`src/rtl/alu_arbiter.sv`:
```
// Round-robin front end for one shared combinational ALU: grant -> operand
// register -> external ALU -> response register, routed back to the issuer.
module alu_arbiter #(
  parameter int NUM_REQ = 3,
  parameter int DATA_W  = 32,
  parameter int CTRL_W  = 6
) (
  input  logic                      clk,
  input  logic                      rst,
  input  logic                      stall,
  input  logic [NUM_REQ-1:0]        req_valid,
  input  logic [NUM_REQ*DATA_W-1:0] req_in1,
  input  logic [NUM_REQ*DATA_W-1:0] req_in2,
  input  logic [NUM_REQ*CTRL_W-1:0] req_ctrl,
  output logic [NUM_REQ-1:0]        req_ready,
  output logic [DATA_W-1:0]         alu_in1,
  output logic [DATA_W-1:0]         alu_in2,
  output logic [CTRL_W-1:0]         alu_ctrl,
  input  logic [DATA_W-1:0]         alu_out,
  output logic [NUM_REQ-1:0]        rsp_valid,
  output logic [DATA_W-1:0]         rsp_data,
  output logic                      busy
);

  localparam int ID_W = (NUM_REQ > 1) ? $clog2(NUM_REQ) : 1;

  logic [ID_W-1:0]    ptr_q, ptr_d;
  logic               op_valid_q;
  logic [ID_W-1:0]    op_id_q;
  logic [DATA_W-1:0]  alu_in1_q, alu_in2_q, rsp_data_q;
  logic [CTRL_W-1:0]  alu_ctrl_q;
  logic [NUM_REQ-1:0] rsp_valid_q, rsp_valid_d;

  logic [NUM_REQ-1:0] grant_oh;
  logic [ID_W-1:0]    grant_id;
  logic               found;
  logic               accept;
  int                 idx;

  // Search ptr, ptr+1, ... wrapping; the first valid requester wins.
  always_comb begin
    grant_oh = '0;
    grant_id = '0;
    found    = 1'b0;
    idx      = 0;
    if (!rst && !stall) begin
      for (int k = 0; k < NUM_REQ; k++) begin
        idx = (int'(ptr_q) + k) % NUM_REQ;
        if (!found && req_valid[idx]) begin
          found         = 1'b1;
          grant_oh[idx] = 1'b1;
          grant_id      = ID_W'(idx);
        end
      end
    end
  end

  assign accept = found;
  assign ptr_d  = (grant_id == ID_W'(NUM_REQ - 1)) ? '0 : grant_id + 1'b1;

  generate
    for (genvar gi = 0; gi < NUM_REQ; gi++) begin : g_rsp
      assign rsp_valid_d[gi] = op_valid_q && (op_id_q == ID_W'(gi));
    end
  endgenerate

  always_ff @(posedge clk or posedge rst) begin
    if (rst) begin
      ptr_q       <= '0;
      op_valid_q  <= 1'b0;
      op_id_q     <= '0;
      alu_in1_q   <= '0;
      alu_in2_q   <= '0;
      alu_ctrl_q  <= '0;
      rsp_valid_q <= '0;
      rsp_data_q  <= '0;
    end else begin
      op_valid_q  <= accept;
      rsp_valid_q <= rsp_valid_d;
      if (accept) begin
        alu_in1_q  <= req_in1[int'(grant_id)*DATA_W +: DATA_W];
        alu_in2_q  <= req_in2[int'(grant_id)*DATA_W +: DATA_W];
        alu_ctrl_q <= req_ctrl[int'(grant_id)*CTRL_W +: CTRL_W];
        op_id_q    <= grant_id;
        ptr_q      <= ptr_d;
      end
      // Result register only moves when a real op completes, so it holds when idle.
      if (op_valid_q) begin
        rsp_data_q <= alu_out;
      end
    end
  end

  assign req_ready = grant_oh;
  assign alu_in1   = alu_in1_q;
  assign alu_in2   = alu_in2_q;
  assign alu_ctrl  = alu_ctrl_q;
  assign rsp_valid = rsp_valid_q;
  assign rsp_data  = rsp_data_q;
  assign busy      = op_valid_q;

endmodule

```
`config.mk`:
```
export PLATFORM = sky130hd
export DESIGN_NAME = alu_arbiter
export DESIGN_NICKNAME = d
export VERILOG_FILES = /design/src/rtl/alu_arbiter.sv
export SDC_FILE = /design/constraint.sdc
export NUM_CORES = 1
export LEC_CHECK = 0
export CORE_AREA = 3 3 139 141
export DETAILED_ROUTE_END_ITERATION = 12
export DIE_AREA = 0 0 142 144
export HOLD_SLACK_MARGIN = 0.12
export PLACE_DENSITY = 0.67
export RECOVER_POWER = 25
export SLEW_MARGIN = 20
export SYNTH_ARGS = -nofsm -noshare
export SYNTH_HDL_FRONTEND = slang
export SYNTH_SLANG_ARGS = --single-unit
```
`constraint.sdc`:
```
create_clock -name clk -period 8.9 [get_ports clk]
set_input_delay 1.78 -clock clk [delete_from_list [all_inputs] [get_ports clk]]
set_output_delay 1.78 -clock clk [all_outputs]
set_load 0.02 [all_outputs]
```
Figure 1. Metal layers overlaid.
Only two layers are drawn.
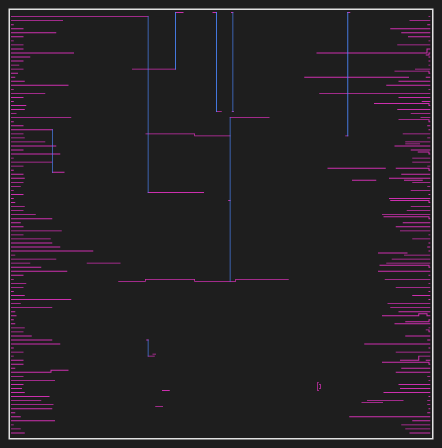
| colour | layer | wire length |
|---|---|---|
| blue | M4 | 261 µm |
| magenta | M3 | 1830 µm |

Figure 2. Signal wires on met2.
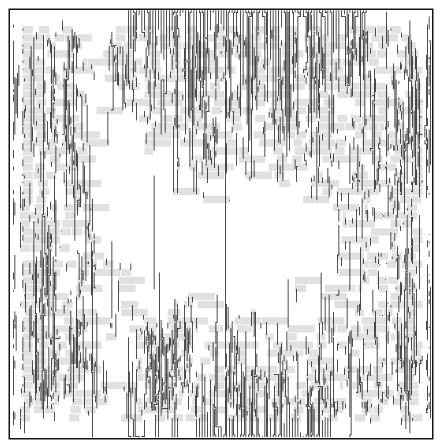
wire length on this layer: 9640 µm
main direction: vertical
nets with wire on the layer: 901

Figure 3. Sizing map.
Scale bar: 50 µm.
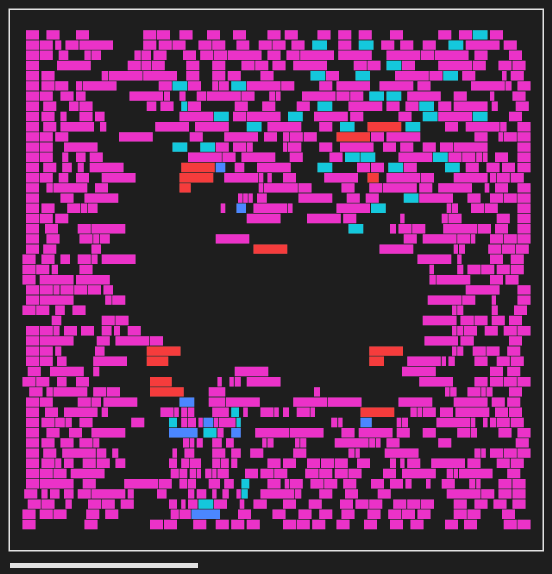
| colour | size | cells | share |
|---|---|---|---|
| magenta | x1 and smaller | 739 | 92% |
| blue | x3 and x4 | 8 | 1.0% |
| cyan | x2 | 40 | 5.0% |
| red | x6 and larger | 14 | 1.7% |

==> flow_metrics.tcl <==
# place-and-route summary
set metrics [dict create \
    std_cell_rows 49 \
    timing.critical_path.to_type "output pin" \
    comb_power_share 0.556 \
    globalplace.congestion 0.732 \
    worst_slew_pin_slew_ns 1.98 \
    first_pass_iters 5 \
    post_synth_ao_oa_area_fraction 0.218 \
    path_common_cell "sky130_fd_sc_hd__clkdlybuf4s50_1" \
    via_count_of_the_first_global_routing_pass 5040 \
    fp-utilization 0.290 \
    min_from "op_id_q[1]$_DFFE_PP0P_" \
    synthDominantCellAreaShare 0.525 \
    rsz_0062_raised_after_global_routing "no" \
    io_pins 357 \
    clock_power_share 0.141 \
    netlist.top_cell.by_area "sky130_fd_sc_hd__dfrtp_1" \
    cts_hold_repair.buffers 0 \
    power_mw 2.86 \
    drt.antenna.violating_nets 0 \
    setup_viol 0 \
    antenna_found_initial 0 \
    area.growth.synth_to_final_pct 75.6 \
    endpoint "req_ready[0]" \
    nFillCells 1646 \
    cts_htree_levels 3 \
    detailedPlace.worstSlack_ns 3.15 \
    adder_share 0.0115 \
    critPathRequiredTime_ns 7.12 \
    worst_hold_path.endpoint "rsp_valid[1]$_DFF_PP0_" \
    die_y_um 144 \
    reg2reg_depth 8 \
    final_period_minus_worst_setup_slack_ns 5.77 \
    grt-busiest-layer "met2" \
    clk_pin_slew_worst_paths_ns 0.07 \
    min_period_over_period 0.649 \
    netlist_top_cells_area "sky130_fd_sc_hd__dfrtp_1, sky130_fd_sc_hd__a222oi_1, sky130_fd_sc_hd__mux2_2" \
    setup.reg_to_reg.worst_slack_ns 5.72 \
    clockBufferDepth 2 \
    achievable-frequency_ghz 0.173 \
    rr_endpoint "alu_in2[31]$_DFFE_PP0P_" \
    crit_start "req_valid[2]" \
    post_dp_cell_area_mm2 0.00891 \
    overall_global_routing_resource_usage 0.171 \
    design_internal_power_mw 1.72 \
    globalRouteMet2Util 0.308 \
    holdCritPathClass "reg -> reg" \
    wl_per_cell_um 18.3 \
    vias_per_cell 5.01 \
    final_common_cell "sky130_fd_sc_hd__clkdlybuf4s50_1" \
    post-route-util 0.509 \
    logic_area_mm2 0.00225 \
    netlist_area_mm2 0.00524 \
    vdd.ir_drop.worst_mv 0.152 \
    drc 0 \
    cts-root-buf "sky130_fd_sc_hd__clkbuf_16" \
    timing_hold_violations_final 0 \
    share_seq_of_total_power 0.303 \
    placed_instance_count 1014 \
    failed_checks "capacitance limit, slew limit" \
    postSynthCellCount 466 \
    post_synth_most_frequent_cells "sky130_fd_sc_hd__dfrtp_1, sky130_fd_sc_hd__nor2_1, sky130_fd_sc_hd__a21oi_1" \
    crit_chain "clkdlybuf4s50_1 -> mux2_2 -> o31ai_1 -> a22oi_1 -> a21oi_1 -> clkdlybuf4s50_1" \
    highest_layer "met4" \
    outcome "complete, but fails checks" \
    netSwitchingPower_mw 1.14 \
    worstSetupPathType "in -> out" \
    enable_flop_cells 0 \
    final.setup.worst_slack_ns 3.13 \
    routed-wl-met2_mm 9.64 \
    synth.net_count 718 \
    nNetsFinal 1048 \
    rr_startpoint "ptr_q[0]$_DFFE_PP0P_" \
    globalRouteOverflowTotal 0 \
    insertion_delay_ns 0.35 \
    synth-main-ff-cell "sky130_fd_sc_hd__dfrtp_1" \
    ys_warn_count 0 \
    post_layout_nonfiller_instances 1030 \
    layout-drive-gt1-share 0.0774 \
    grt_use_met3 0.0605 \
    power_density_mw_per_mm2 311 \
    number_of_cells_on_the_critical_path 6 \
    syn_avg_cell_area_um2 11.3 \
    top_cell "sky130_fd_sc_hd__dfrtp_1" \
    dp_hpwl_mm 14.2 \
    layout_top_cells "sky130_fd_sc_hd__clkdlybuf4s50_1, sky130_fd_sc_hd__dfrtp_1, sky130_fd_sc_hd__nor2_1, sky130_fd_sc_hd__a21oi_1, sky130_fd_sc_hd__a222oi_1" \
    maxCapViolCount 2 \
    worst-path-buf-inv 2 \
    wl_met3_mm 1.83 \
    wirelength_met1_mm 7.16 \
    drtIter0Drc 406 \
    number_of_storage_elements_in_the_synthesis_netlist 110 \
    synth_xor_xnor_area_share 0 \
    layout.cell_area.non_filler_mm2 0.00921 \
    fin_worst_hold_slack_ns 0.483 \
    global_route_track_usage_on_met1 0.195 \
    grt_pass1_wl_mm 27.6 \
    yosysSeqAreaShare 0.525 \
    timing.critical_path.slowest_cell_delay_ns 0.62 \
    cts_resized 0 \
    wirelength_mm 18.9 \
    chip_area_mm2 0.0204 \
    slew_headroom -0.320 \
    start_kind "primary input" \
    yosys-stat-area_mm2 0.00524 \
    fin_skew_ns 0.0120 \
    path_delay_family "buffers and inverters" \
    die_width_um 142 \
    port-buffer-count 356 \
    routed-via-count 5161 \
    cts_setup_buffers 0 \
    simple_gate_area_frac 0.0670 \
    ys_cells 466 \
    finalMaxSlewViolations 75 \
]
Figure 4. Signal wires on met4.
Scale bar: 50 µm.
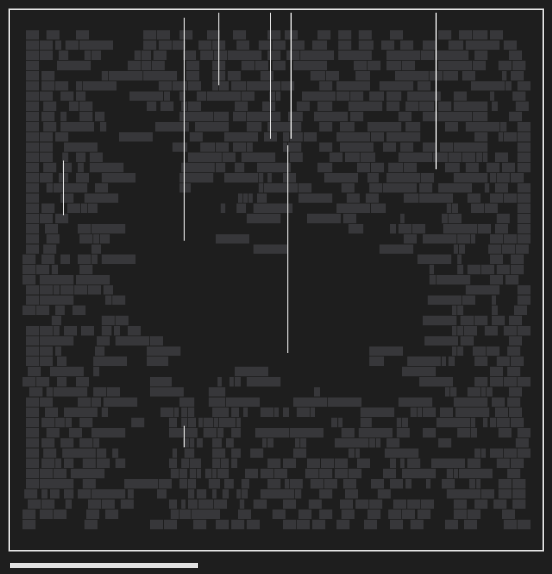
share of all routed wire: 1.4%
longest straight run: 59.2 µm
nets with wire on the layer: 8
main direction: vertical
wire length on this layer: 261 µm

Figure 5. The clock network.
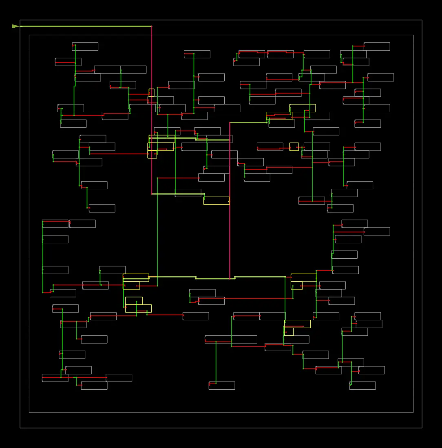
count of clock-net buffers in the final layout: 9
# clock sinks: 110
Seq cells: 110

[power by group through the flow]
stage	clock [mW]	combinational [mW]	sequential, mW
after CTS	0.421	1.62	0.872
after global placement	0	1.61	0.868
after floorplan	0	0.583	1.16
after global routing	0.441	1.70	0.899
after detailed placement	0	1.62	0.879
final	0.405	1.59	0.868
[flip-flops by register name, summed over array words and instances, names as in the netlist]
| signal | cells |
|---|---|
| busy | 1 |
| alu_in2 | 32 |
| ptr_q | 2 |
| rsp_data | 32 |
| alu_in1 | 32 |
| op_id_q | 2 |
| rsp_valid | 3 |
| alu_ctrl | 6 |
[cell type report]
cell class | instances | share of cell area
clock buffers | 9 | 0.0245
clock inverters | 7 | 0.00815
inverters | 5 | 0.00217
multi-input cells | 309 | 0.245
flip-flops and latches | 110 | 0.299
well taps | 229 | 0.0311
repair buffers | 361 | 0.391
